## src/rtl/tbre_sweep_sched.sv

```systemverilog
// tbre_sweep_sched: request queue and launch scheduler for the background
// revocation engine. Requesters are arbitrated round-robin into a small FIFO.
// The FSM launches the head entry on the engine's start/end/go interface,
// follows the engine's busy flag, and reports one done pulse per entry.
// Successful sweeps advance a 32-bit completion epoch.
//
// Build option TBRE_SCHED_RANGE_CHECK_EN: when defined, a head entry with
// end <= start is never launched. It completes immediately with an error.
//
// state      | meaning
// -----------+----------------------------------------------------------
// IDLE       | no sweep in flight; start/end latched when a head exists
// LAUNCH     | go pulse to the engine, timeout counter cleared
// WAIT_START | waiting for the engine to raise busy (timeout applies)
// RUN        | engine busy; waiting for busy to fall (timeout applies)
// DONE       | done pulse, head popped, epoch bumped on success
// RECOVER    | timed-out sweep still running; hold off until busy falls
module tbre_sweep_sched #(
  parameter int NREQ      = 2,
  parameter int QDEPTH    = 4,
  parameter int TIMEOUT_W = 16,
  localparam int ID_W     = (NREQ > 1) ? $clog2(NREQ) : 1,
  localparam int PTR_W    = $clog2(QDEPTH),
  localparam int CNT_W    = PTR_W + 1
) (
  input  logic                 clk_i,
  input  logic                 rstn_i,
  input  logic [NREQ-1:0]      req_valid_i,
  input  logic [NREQ*32-1:0]   req_start_i,
  input  logic [NREQ*32-1:0]   req_end_i,
  output logic [NREQ-1:0]      req_ready_o,
  input  logic [TIMEOUT_W-1:0] timeout_i,
  output logic [31:0]          tbre_start_o,
  output logic [31:0]          tbre_end_o,
  output logic                 tbre_go_o,
  input  logic                 tbre_busy_i,
  output logic                 done_valid_o,
  output logic [ID_W-1:0]      done_id_o,
  output logic                 done_err_o,
  output logic [31:0]          epoch_o,
  output logic [CNT_W-1:0]     q_count_o,
  output logic                 sched_busy_o
);

  typedef enum logic [2:0] {
    S_IDLE       = 3'd0,
    S_LAUNCH     = 3'd1,
    S_WAIT_START = 3'd2,
    S_RUN        = 3'd3,
    S_DONE       = 3'd4,
    S_RECOVER    = 3'd5
  } state_t;

  state_t state_q, state_d;

  logic [ID_W-1:0]      rr_q, rr_d;
  logic [ID_W-1:0]      gnt_idx;
  logic                 gnt_found;
  logic [31:0]          gnt_start, gnt_end;
  logic                 space_ok;
  logic                 push;
  logic                 pop;

  logic [PTR_W-1:0]     head_q, tail_q;
  logic [CNT_W-1:0]     count_q;
  logic [ID_W-1:0]      mem_id_q    [QDEPTH];
  logic [31:0]          mem_start_q [QDEPTH];
  logic [31:0]          mem_end_q   [QDEPTH];

  logic [31:0]          start_q, start_d;
  logic [31:0]          end_q, end_d;
  logic [31:0]          epoch_q, epoch_d;
  logic [TIMEOUT_W-1:0] cnt_q, cnt_d, cnt_inc;
  logic                 to_hit;
  logic                 err_q, err_d;
  logic                 head_bad;

  // Round-robin pick: first valid requester at or above the pointer, else the lowest valid one.
  always_comb begin
    gnt_found = 1'b0;
    gnt_idx   = '0;
    gnt_start = '0;
    gnt_end   = '0;
    for (int i = 0; i < NREQ; i++) begin
      if (!gnt_found && req_valid_i[i] && (ID_W'(i) >= rr_q)) begin
        gnt_found = 1'b1;
        gnt_idx   = ID_W'(i);
        gnt_start = req_start_i[32*i +: 32];
        gnt_end   = req_end_i[32*i +: 32];
      end
    end
    for (int i = 0; i < NREQ; i++) begin
      if (!gnt_found && req_valid_i[i]) begin
        gnt_found = 1'b1;
        gnt_idx   = ID_W'(i);
        gnt_start = req_start_i[32*i +: 32];
        gnt_end   = req_end_i[32*i +: 32];
      end
    end
  end

  // Space is judged on the pre-pop count, so a full queue never accepts in its pop cycle.
  assign space_ok = (count_q < CNT_W'(QDEPTH));
  assign push     = space_ok && gnt_found;

  // One-hot accept towards the winning requester.
  always_comb begin
    req_ready_o = '0;
    for (int i = 0; i < NREQ; i++) begin
      req_ready_o[i] = push && (gnt_idx == ID_W'(i));
    end
  end

  // Priority moves to the requester after the one just granted.
  always_comb begin
    rr_d = rr_q;
    if (push) begin
      rr_d = (gnt_idx == ID_W'(NREQ - 1)) ? '0 : gnt_idx + ID_W'(1);
    end
  end

  // Queue storage; contents only matter while counted, so no reset is needed.
  always_ff @(posedge clk_i) begin
    if (push) begin
      mem_id_q[tail_q]    <= gnt_idx;
      mem_start_q[tail_q] <= gnt_start;
      mem_end_q[tail_q]   <= gnt_end;
    end
  end

  // Queue pointers, occupancy and arbitration pointer.
  always_ff @(posedge clk_i or negedge rstn_i) begin
    if (!rstn_i) begin
      head_q  <= '0;
      tail_q  <= '0;
      count_q <= '0;
      rr_q    <= '0;
    end else begin
      rr_q <= rr_d;
      if (push) tail_q <= tail_q + PTR_W'(1);
      if (pop)  head_q <= head_q + PTR_W'(1);
      case ({push, pop})
        2'b10:   count_q <= count_q + CNT_W'(1);
        2'b01:   count_q <= count_q - CNT_W'(1);
        default: count_q <= count_q;
      endcase
    end
  end

  // The counter saturates, and the compare looks at the value including this cycle.
  // A timeout of N therefore fires N cycles after go.
  assign cnt_inc = (&cnt_q) ? cnt_q : cnt_q + TIMEOUT_W'(1);
  assign to_hit  = (timeout_i != '0) && (cnt_inc == timeout_i);

`ifdef TBRE_SCHED_RANGE_CHECK_EN
  assign head_bad = (mem_end_q[head_q] <= mem_start_q[head_q]);
`else
  assign head_bad = 1'b0;
`endif

  // FSM state register.
  always_ff @(posedge clk_i or negedge rstn_i) begin
    if (!rstn_i) begin
      state_q <= S_IDLE;
    end else begin
      state_q <= state_d;
    end
  end

  // Next-state logic, engine handshake outputs and datapath next values.
  always_comb begin
    state_d      = state_q;
    start_d      = start_q;
    end_d        = end_q;
    epoch_d      = epoch_q;
    cnt_d        = cnt_q;
    err_d        = err_q;
    pop          = 1'b0;
    tbre_go_o    = 1'b0;
    done_valid_o = 1'b0;
    done_id_o    = '0;
    done_err_o   = 1'b0;
    case (state_q)
      S_IDLE: begin
        if (count_q != '0) begin
          if (head_bad) begin
            err_d   = 1'b1;
            state_d = S_DONE;
          end else begin
            start_d = mem_start_q[head_q];
            end_d   = mem_end_q[head_q];
            state_d = S_LAUNCH;
          end
        end
      end
      S_LAUNCH: begin
        tbre_go_o = 1'b1;
        cnt_d     = '0;
        state_d   = S_WAIT_START;
      end
      S_WAIT_START: begin
        cnt_d = cnt_inc;
        // A zero-length sweep may never raise busy, so the timeout wins a tie here.
        if (to_hit) begin
          err_d   = 1'b1;
          state_d = S_DONE;
        end else if (tbre_busy_i) begin
          state_d = S_RUN;
        end
      end
      S_RUN: begin
        cnt_d = cnt_inc;
        // An engine that finishes in the timeout cycle is reported as a success.
        if (!tbre_busy_i) begin
          err_d   = 1'b0;
          state_d = S_DONE;
        end else if (to_hit) begin
          err_d   = 1'b1;
          state_d = S_DONE;
        end
      end
      S_DONE: begin
        done_valid_o = 1'b1;
        done_id_o    = mem_id_q[head_q];
        done_err_o   = err_q;
        pop          = 1'b1;
        if (!err_q) epoch_d = epoch_q + 32'd1;
        state_d = (err_q && tbre_busy_i) ? S_RECOVER : S_IDLE;
        err_d   = 1'b0;
      end
      S_RECOVER: begin
        if (!tbre_busy_i) state_d = S_IDLE;
      end
      default: state_d = S_IDLE;
    endcase
  end

  // Launch address, epoch, timeout counter and completion status.
  always_ff @(posedge clk_i or negedge rstn_i) begin
    if (!rstn_i) begin
      start_q <= '0;
      end_q   <= '0;
      epoch_q <= '0;
      cnt_q   <= '0;
      err_q   <= 1'b0;
    end else begin
      start_q <= start_d;
      end_q   <= end_d;
      epoch_q <= epoch_d;
      cnt_q   <= cnt_d;
      err_q   <= err_d;
    end
  end

  assign tbre_start_o = start_q;
  assign tbre_end_o   = end_q;
  assign epoch_o      = epoch_q;
  assign q_count_o    = count_q;
  assign sched_busy_o = (state_q != S_IDLE);

endmodule

```

## config.mk

```make
export PLATFORM = sky130hd
export DESIGN_NAME = tbre_sweep_sched
export DESIGN_NICKNAME = d
export VERILOG_FILES = /design/src/rtl/tbre_sweep_sched.sv
export SDC_FILE = /design/constraint.sdc
export NUM_CORES = 1
export LEC_CHECK = 0
export ABC_AREA = 1
export CAP_MARGIN = 20
export CORE_UTILIZATION = 58
export CTS_CLUSTER_DIAMETER = 30
export DETAILED_ROUTE_END_ITERATION = 6
export GPL_TIMING_DRIVEN = 0
export PLACE_DENSITY = 0.84
export RECOVER_POWER = 50
export SLEW_MARGIN = 25
export SYNTH_ARGS = -nofsm -noshare
export SYNTH_HDL_FRONTEND = slang
export SYNTH_SLANG_ARGS = --single-unit
```

## constraint.sdc

```tcl
create_clock -name clk_i -period 9.2 [get_ports clk_i]
set_clock_uncertainty 0.05 [all_clocks]
set_input_delay 1.84 -clock clk_i [delete_from_list [all_inputs] [get_ports clk_i]]
set_output_delay 1.84 -clock clk_i [all_outputs]
set_load 0.02 [all_outputs]
```

**Run 1: cell placement**

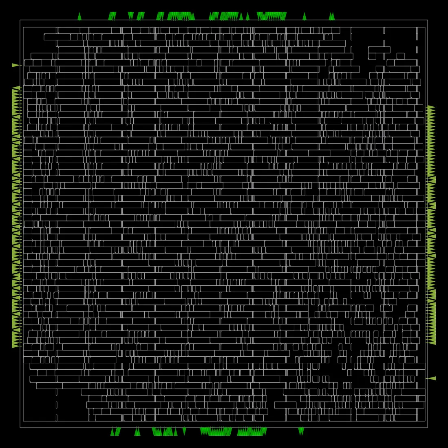
layout filler cell count: 1590
total number of tap cells: 378
core box area: 0.0281 mm2
fraction of area in registers: 48.8%
standard-cell row count: 61

**Run 1: port wiring**

Bar = 50 um.
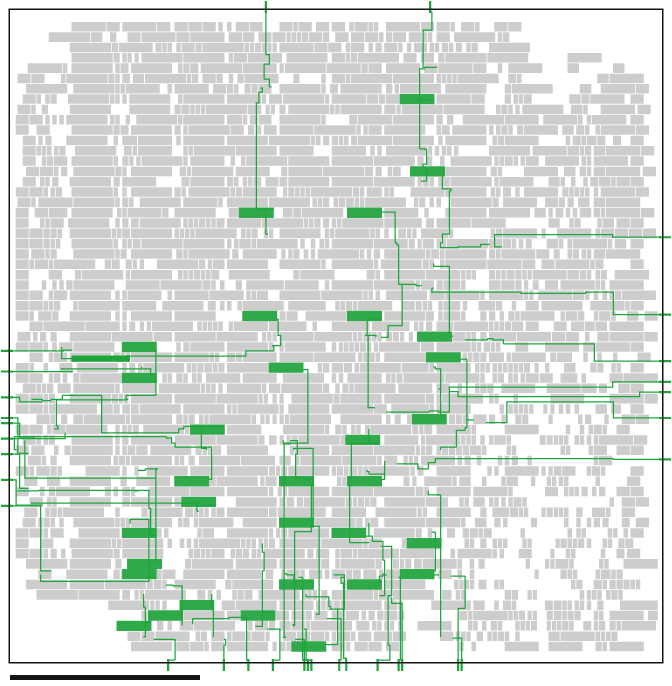
Green stands for `tbre_start_o`, direction output, edge 14 bottom, 9 left, 7 right, 2 top, end cells 32, buffers 32, wire 2130 um.
number of ports placed on the die boundary: 255
quantity of I/O buffers inserted on ports: 254

**Run 1: cell classes on the final placement**

Fill, decap, tap and diode cells in gray.
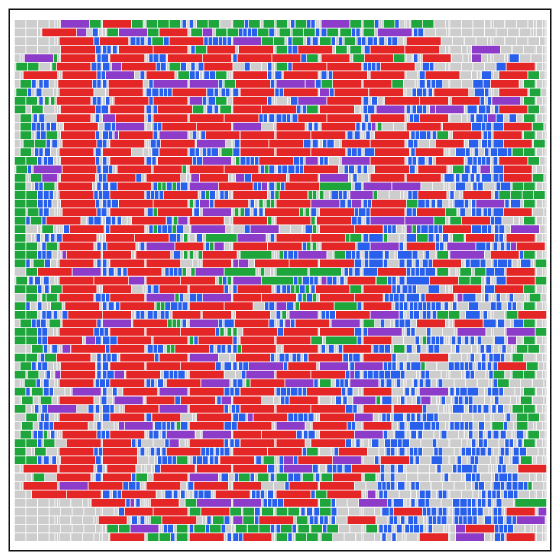
Red stands for flops, cells 384. Blue stands for combinational and other logic, cells 1184. Purple stands for clock drivers and dummy loads, cells 134. Green stands for other buffers and delay cells, cells 341.
final non-filler cell area: 0.0224 mm2
fin util: 79.7%

==> ds_physical_params.txt, run 1 <==
Implementation parameters

Parameter                              Value

Finish
  Flop count    384
  Fraction of area in multi-input gates    between 20% and 30%
  Area fraction of clock buffers and clock inverters    around 11%
  MI comb cells    1038
  Ratio of cells with drive above 1 in the final layout    ~7.6%

Logic synthesis
  Fraction of the yosys area taken by sequential cells    between 60% and 70%
  Average footprint of a synthesized cell    10.2 um2
  Top cells by count    386 x sky130_fd_sc_hd__nor2_1, 260 x sky130_fd_sc_hd__edfxtp_1, 218 x sky130_fd_sc_hd__o21ai_0
  Most frequent cell after synthesis    sky130_fd_sc_hd__nor2_1
  Synth warn    0
  Area of the mapped netlist    0.0167 mm2
  Number of cells in the yosys synthesis report    1642
  Post-synthesis register bit count    between 300 and 400

Status
  Outcome    finished with violations
  Violations in the final reports    capacitance limit, slew limit

Clock network
  Number of levels in the clock H-tree    3
  Clock tree from TritonCTS    yes
  Post-cts hold-fix buffer tally    0
  Clock slew at the register clock pins of the worst setup and hold paths    around 0.050 ns

Critical path
  Reg-to-reg critical path startpoint    q_count_o[2]
  Register-to-Register Path Depth    6
  Worst R2R End    mem_end_q[3][7]
  Slowest stage cell on the critical path    sky130_fd_sc_hd__clkdlybuf4s50_1
  Kind of start point of the critical path    input port

Routing
  DR DRC count    0
  DR top layer    met5
  Met3 Routed Length    around 5400 um

GRT
  GRT Residual Overflow    0
  Pin count of the biggest net entering global routing    75

Final timing
  Setup slack of the critical path after layout    about 3.3 ns
  Clock period minus worst slack    around 6 ns
  Final Setup Violations    0
  Worst-case hold slack    0.420 ns
  Final slew viol count    around 93

Placement
  Pre-CTS setup slack    approximately 3.5 ns
  Placed cell count    2287

Power
  VDD IR max    between 200 and 250 uV

Run
  MaxCap Viol Count    3

Floorplanning
  Pre-placement core utilization    59.5%
## run 1: kinds of logic (layout without fill, tap and decap cells)
family,after synthesis,in the layout,synth area share [%]
other cells,0,1,0
compound gates,294,294,9.39
buf+inv,220,621,5.00
mux,1,1,0.0674
xor+xnor,41,41,2.15
simple gates,694,694,17.4
fa+ha+maj,8,8,0.644
flops,384,384,65.3
## run 1: report_power, final
part           internal [mW]  leakage (nW)  switching [mW]
clock                   1.75          1.22           0.970
combinational          0.776          3.83            1.66
sequential              2.35          3.91           0.214
## run 1: flip-flops by register name (all words and copies together), names as in the netlist
register,flops
cnt_q,16
epoch_o,32
err_q,1
head_q,2
mem_end_q,128
mem_id_q,4
mem_start_q,128
q_count_o,3
rr_q,1
state_q,3
tail_q,2
tbre_end_o,32
tbre_start_o,32
--- run 2 (diff from run 1) ---
--- a/config.mk
+++ b/config.mk
@@ -7,11 +7,11 @@
 export LEC_CHECK = 0
 export ABC_AREA = 1
 export CAP_MARGIN = 20
-export CORE_UTILIZATION = 58
+export CORE_UTILIZATION = 49
 export CTS_CLUSTER_DIAMETER = 30
 export DETAILED_ROUTE_END_ITERATION = 6
 export GPL_TIMING_DRIVEN = 0
-export PLACE_DENSITY = 0.84
+export PLACE_DENSITY = 0.75
 export RECOVER_POWER = 50
 export SLEW_MARGIN = 25
 export SYNTH_ARGS = -nofsm -noshare
==> constraint.sdc (replaced) <==
create_clock -name clk_i -period 5.4 [get_ports clk_i]
set_clock_uncertainty 0.05 [all_clocks]
set_input_delay 1.08 -clock clk_i [delete_from_list [all_inputs] [get_ports clk_i]]
set_output_delay 1.08 -clock clk_i [all_outputs]
set_load 0.02 [all_outputs]
==> ds_physical_params.txt, run 2 <==
Implementation parameters

Parameter                              Value

Finish
  Area fraction of clock buffers and clock inverters    11.6%
  MI comb cells    1038
  Ratio of cells with drive above 1 in the final layout    7.76%
  Flop count    roughly 380

Critical path
  Register-to-Register Path Depth    13
  Kind of start point of the critical path    flop

Status
  Outcome    finished with violations
  Violations in the final reports    capacitance limit, slew limit

Floorplanning
  Number of ports placed on the die boundary    ~260
  Total number of tap cells    approximately 450

Final timing
  Final slew viol count    85
  Final Setup Violations    0
  Setup slack of the critical path after layout    0.728 ns
  Worst-case hold slack    ~0.43 ns

Logic synthesis
  Average footprint of a synthesized cell    between 10 and 15 um2
  Area of the mapped netlist    0.0167 mm2
  Top cells by count    386 x sky130_fd_sc_hd__nor2_1, 260 x sky130_fd_sc_hd__edfxtp_1, 218 x sky130_fd_sc_hd__o21ai_0

Clock network
  Clock slew at the register clock pins of the worst setup and hold paths    approximately 0.050 ns
  Post-cts hold-fix buffer tally    0
  Clock tree from TritonCTS    yes

Placement
  Pre-CTS setup slack    1.19 ns
  Quantity of I/O buffers inserted on ports    254

Routing
  DR DRC count    0
  DR top layer    met4

Run
  MaxCap Viol Count    4
-- run 2: cell count changes in the layout (fill, tap and decap cells not counted), sizes merged --
| cell | before | now |
|---|---|---|
| buf | 26 | 28 |
| bufinv | 8 | 9 |
| clkbuf | 142 | 141 |
| clkinv | 25 | 22 |
| clkinvlp | 8 | 13 |
| diode | 1 | 0 |
| inv | 159 | 161 |
-- run 2: cells by family (layout without fill, tap and decap cells) --
logic type	Yosys count	in the layout	synth area share [%]
simple gates	694	694	17.4
buf+inv	220	627	5.00
compound gates	294	294	9.39
mux	1	1	0.0674
xor+xnor	41	41	2.15
fa+ha+maj	8	8	0.644
flops	384	384	65.3
-- run 2: where the power goes --
group	total, mW	internal [mW]	switching, mW	leakage [nW]
clock network	4.75	3.12	1.63	1.26
registers	4.33	3.99	0.331	3.91
logic	4.02	1.33	2.69	3.85
**Run 2: cell classes on the final placement**

Fill, decap, tap and diode cells in gray.
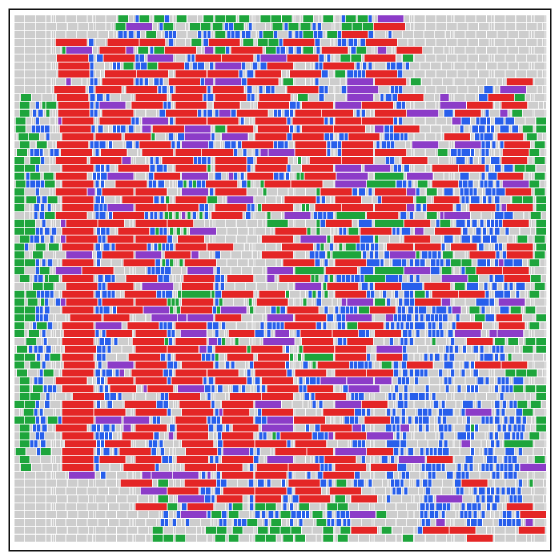
Blue stands for combinational and other logic, cells 1184. Purple stands for clock drivers and dummy loads, cells 139. Green stands for other buffers and delay cells, cells 342. Red stands for flops, cells 384.
standard-cell row count: 67
core box area: 0.0335 mm2
fraction of area in registers: 48.3%
fin util: 67.4%

**Run 2: PDN straps and rails**

Bar = 50 um. Pins as bars on the die edge. Tap cells in gray.
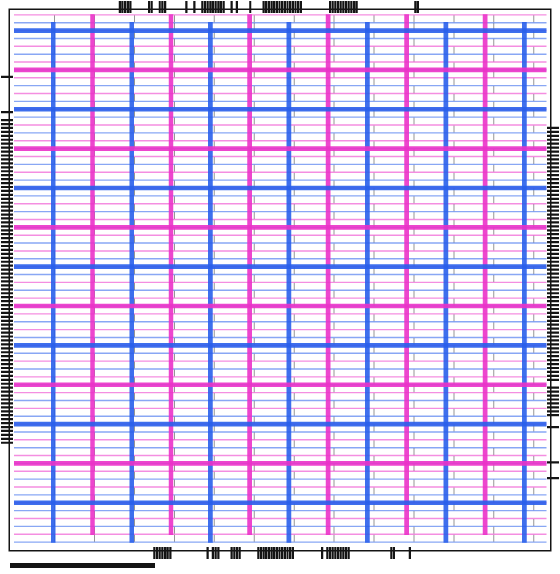

--- run 3 (diff from run 2) ---
--- a/config.mk
+++ b/config.mk
@@ -7,11 +7,12 @@
 export LEC_CHECK = 0
 export ABC_AREA = 1
 export CAP_MARGIN = 20
-export CORE_UTILIZATION = 49
+export CORE_UTILIZATION = 57
 export CTS_CLUSTER_DIAMETER = 30
 export DETAILED_ROUTE_END_ITERATION = 6
+export DONT_BUFFER_PORTS = 1
 export GPL_TIMING_DRIVEN = 0
-export PLACE_DENSITY = 0.75
+export PLACE_DENSITY = 0.74
 export RECOVER_POWER = 50
 export SLEW_MARGIN = 25
 export SYNTH_ARGS = -nofsm -noshare
**Run 3: PDN straps and rails**

Bar = 50 um. Pins as bars on the die edge. Tap cells in gray.
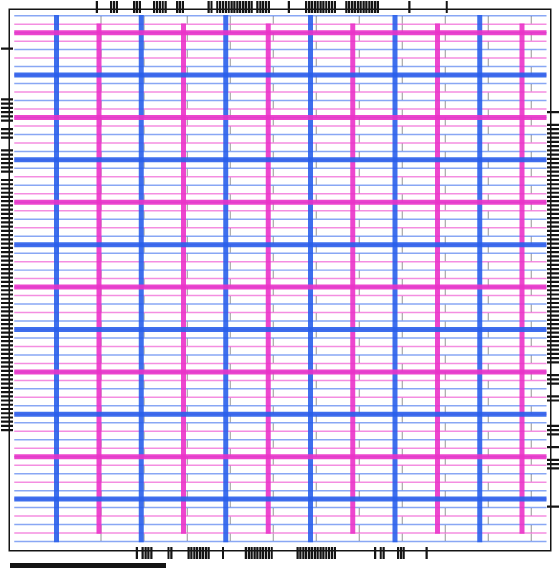
Blue stands for VSS. Magenta stands for VDD.
255 signal pins sit on the boundary. 12 straps on met4. 384 tap cells. 12 straps on met5.
Vert. Die Dim: 173 um
core box area: 0.0288 mm2
VDD IR max: 487 uV

==> ds_physical_params.txt, run 3 <==
Implementation parameters

Parameter                              Value

Status
  Outcome    finished with violations
  Violations in the final reports    DRC, capacitance limit, slew limit

Finish
  Biggest registers after layout    mem_end_q (128), mem_start_q (128)
  MI comb cells    a little over 1000
  Ratio of cells with drive above 1 in the final layout    8.22%
  Area fraction of clock buffers and clock inverters    about an eighth
  Fraction of area in multi-input gates    between 20 and 25%

Placement
  Quantity of I/O buffers inserted on ports    0

Critical path
  Slowest stage cell on the critical path    sky130_fd_sc_hd__clkbuf_1
  Kind of start point of the critical path    input port

Final timing
  Clock period minus worst slack    about 4.5 ns
  Setup slack of the critical path after layout    ~0.85 ns
  Final slew viol count    34

Clock network
  Number of levels in the clock H-tree    3
  Clock slew at the register clock pins of the worst setup and hold paths    0.05 ns

Floorplanning
  Number of ports placed on the die boundary    about 260
  Standard-cell row count    62

Routing
  DR top layer    met4
  DR DRC count    8

Logic synthesis
  Main logic family after synthesis    simple AND/OR/NAND/NOR gates
  Xor/xnor cell area share of the yosys netlist    2.15%
  Area of the mapped netlist    0.0167 mm2

Power
  Combinational group power    ~3.0 mW
  Fraction of power spent switching nets    35.5%
  Sequential share of power    approximately two fifths
  P_seq    roughly 4.7 mW

GRT
  Pin count of the biggest net entering global routing    roughly 130

Run
  MaxCap Viol Count    2
run 3: cell counts after synthesis:
No cell type changed its count.
run 3: path summary, 6_finish.rpt:
path                                start          endpoint  cells past startpoint  slack (ns)
max reg2reg                  q_count_o[2]  mem_end_q[3][17]                      6        0.87
min reg2reg                         err_q             err_q                      1        0.46
max in group asynchronous          rstn_i     tbre_end_o[8]                      0        4.92
min in group clk_i                  err_q             err_q                      1        0.46
max                        req_valid_i[1]  mem_end_q[3][17]                      7        0.85
min                                rstn_i          cnt_q[9]                      0        0.17
run 3: through the flow:
| stage | util, % | setup TNS, ns |
|---|---|---|
| floorplan | - | 0 |
| global placement | 59.7 | -446.16 |
| detailed placement | 60.9 | 0 |
| CTS | 69.7 | 0 |
| global route | 68.7 | 0 |
| finish | 68.7 | 0 |
Power is estimated from default activity; no workload was simulated.
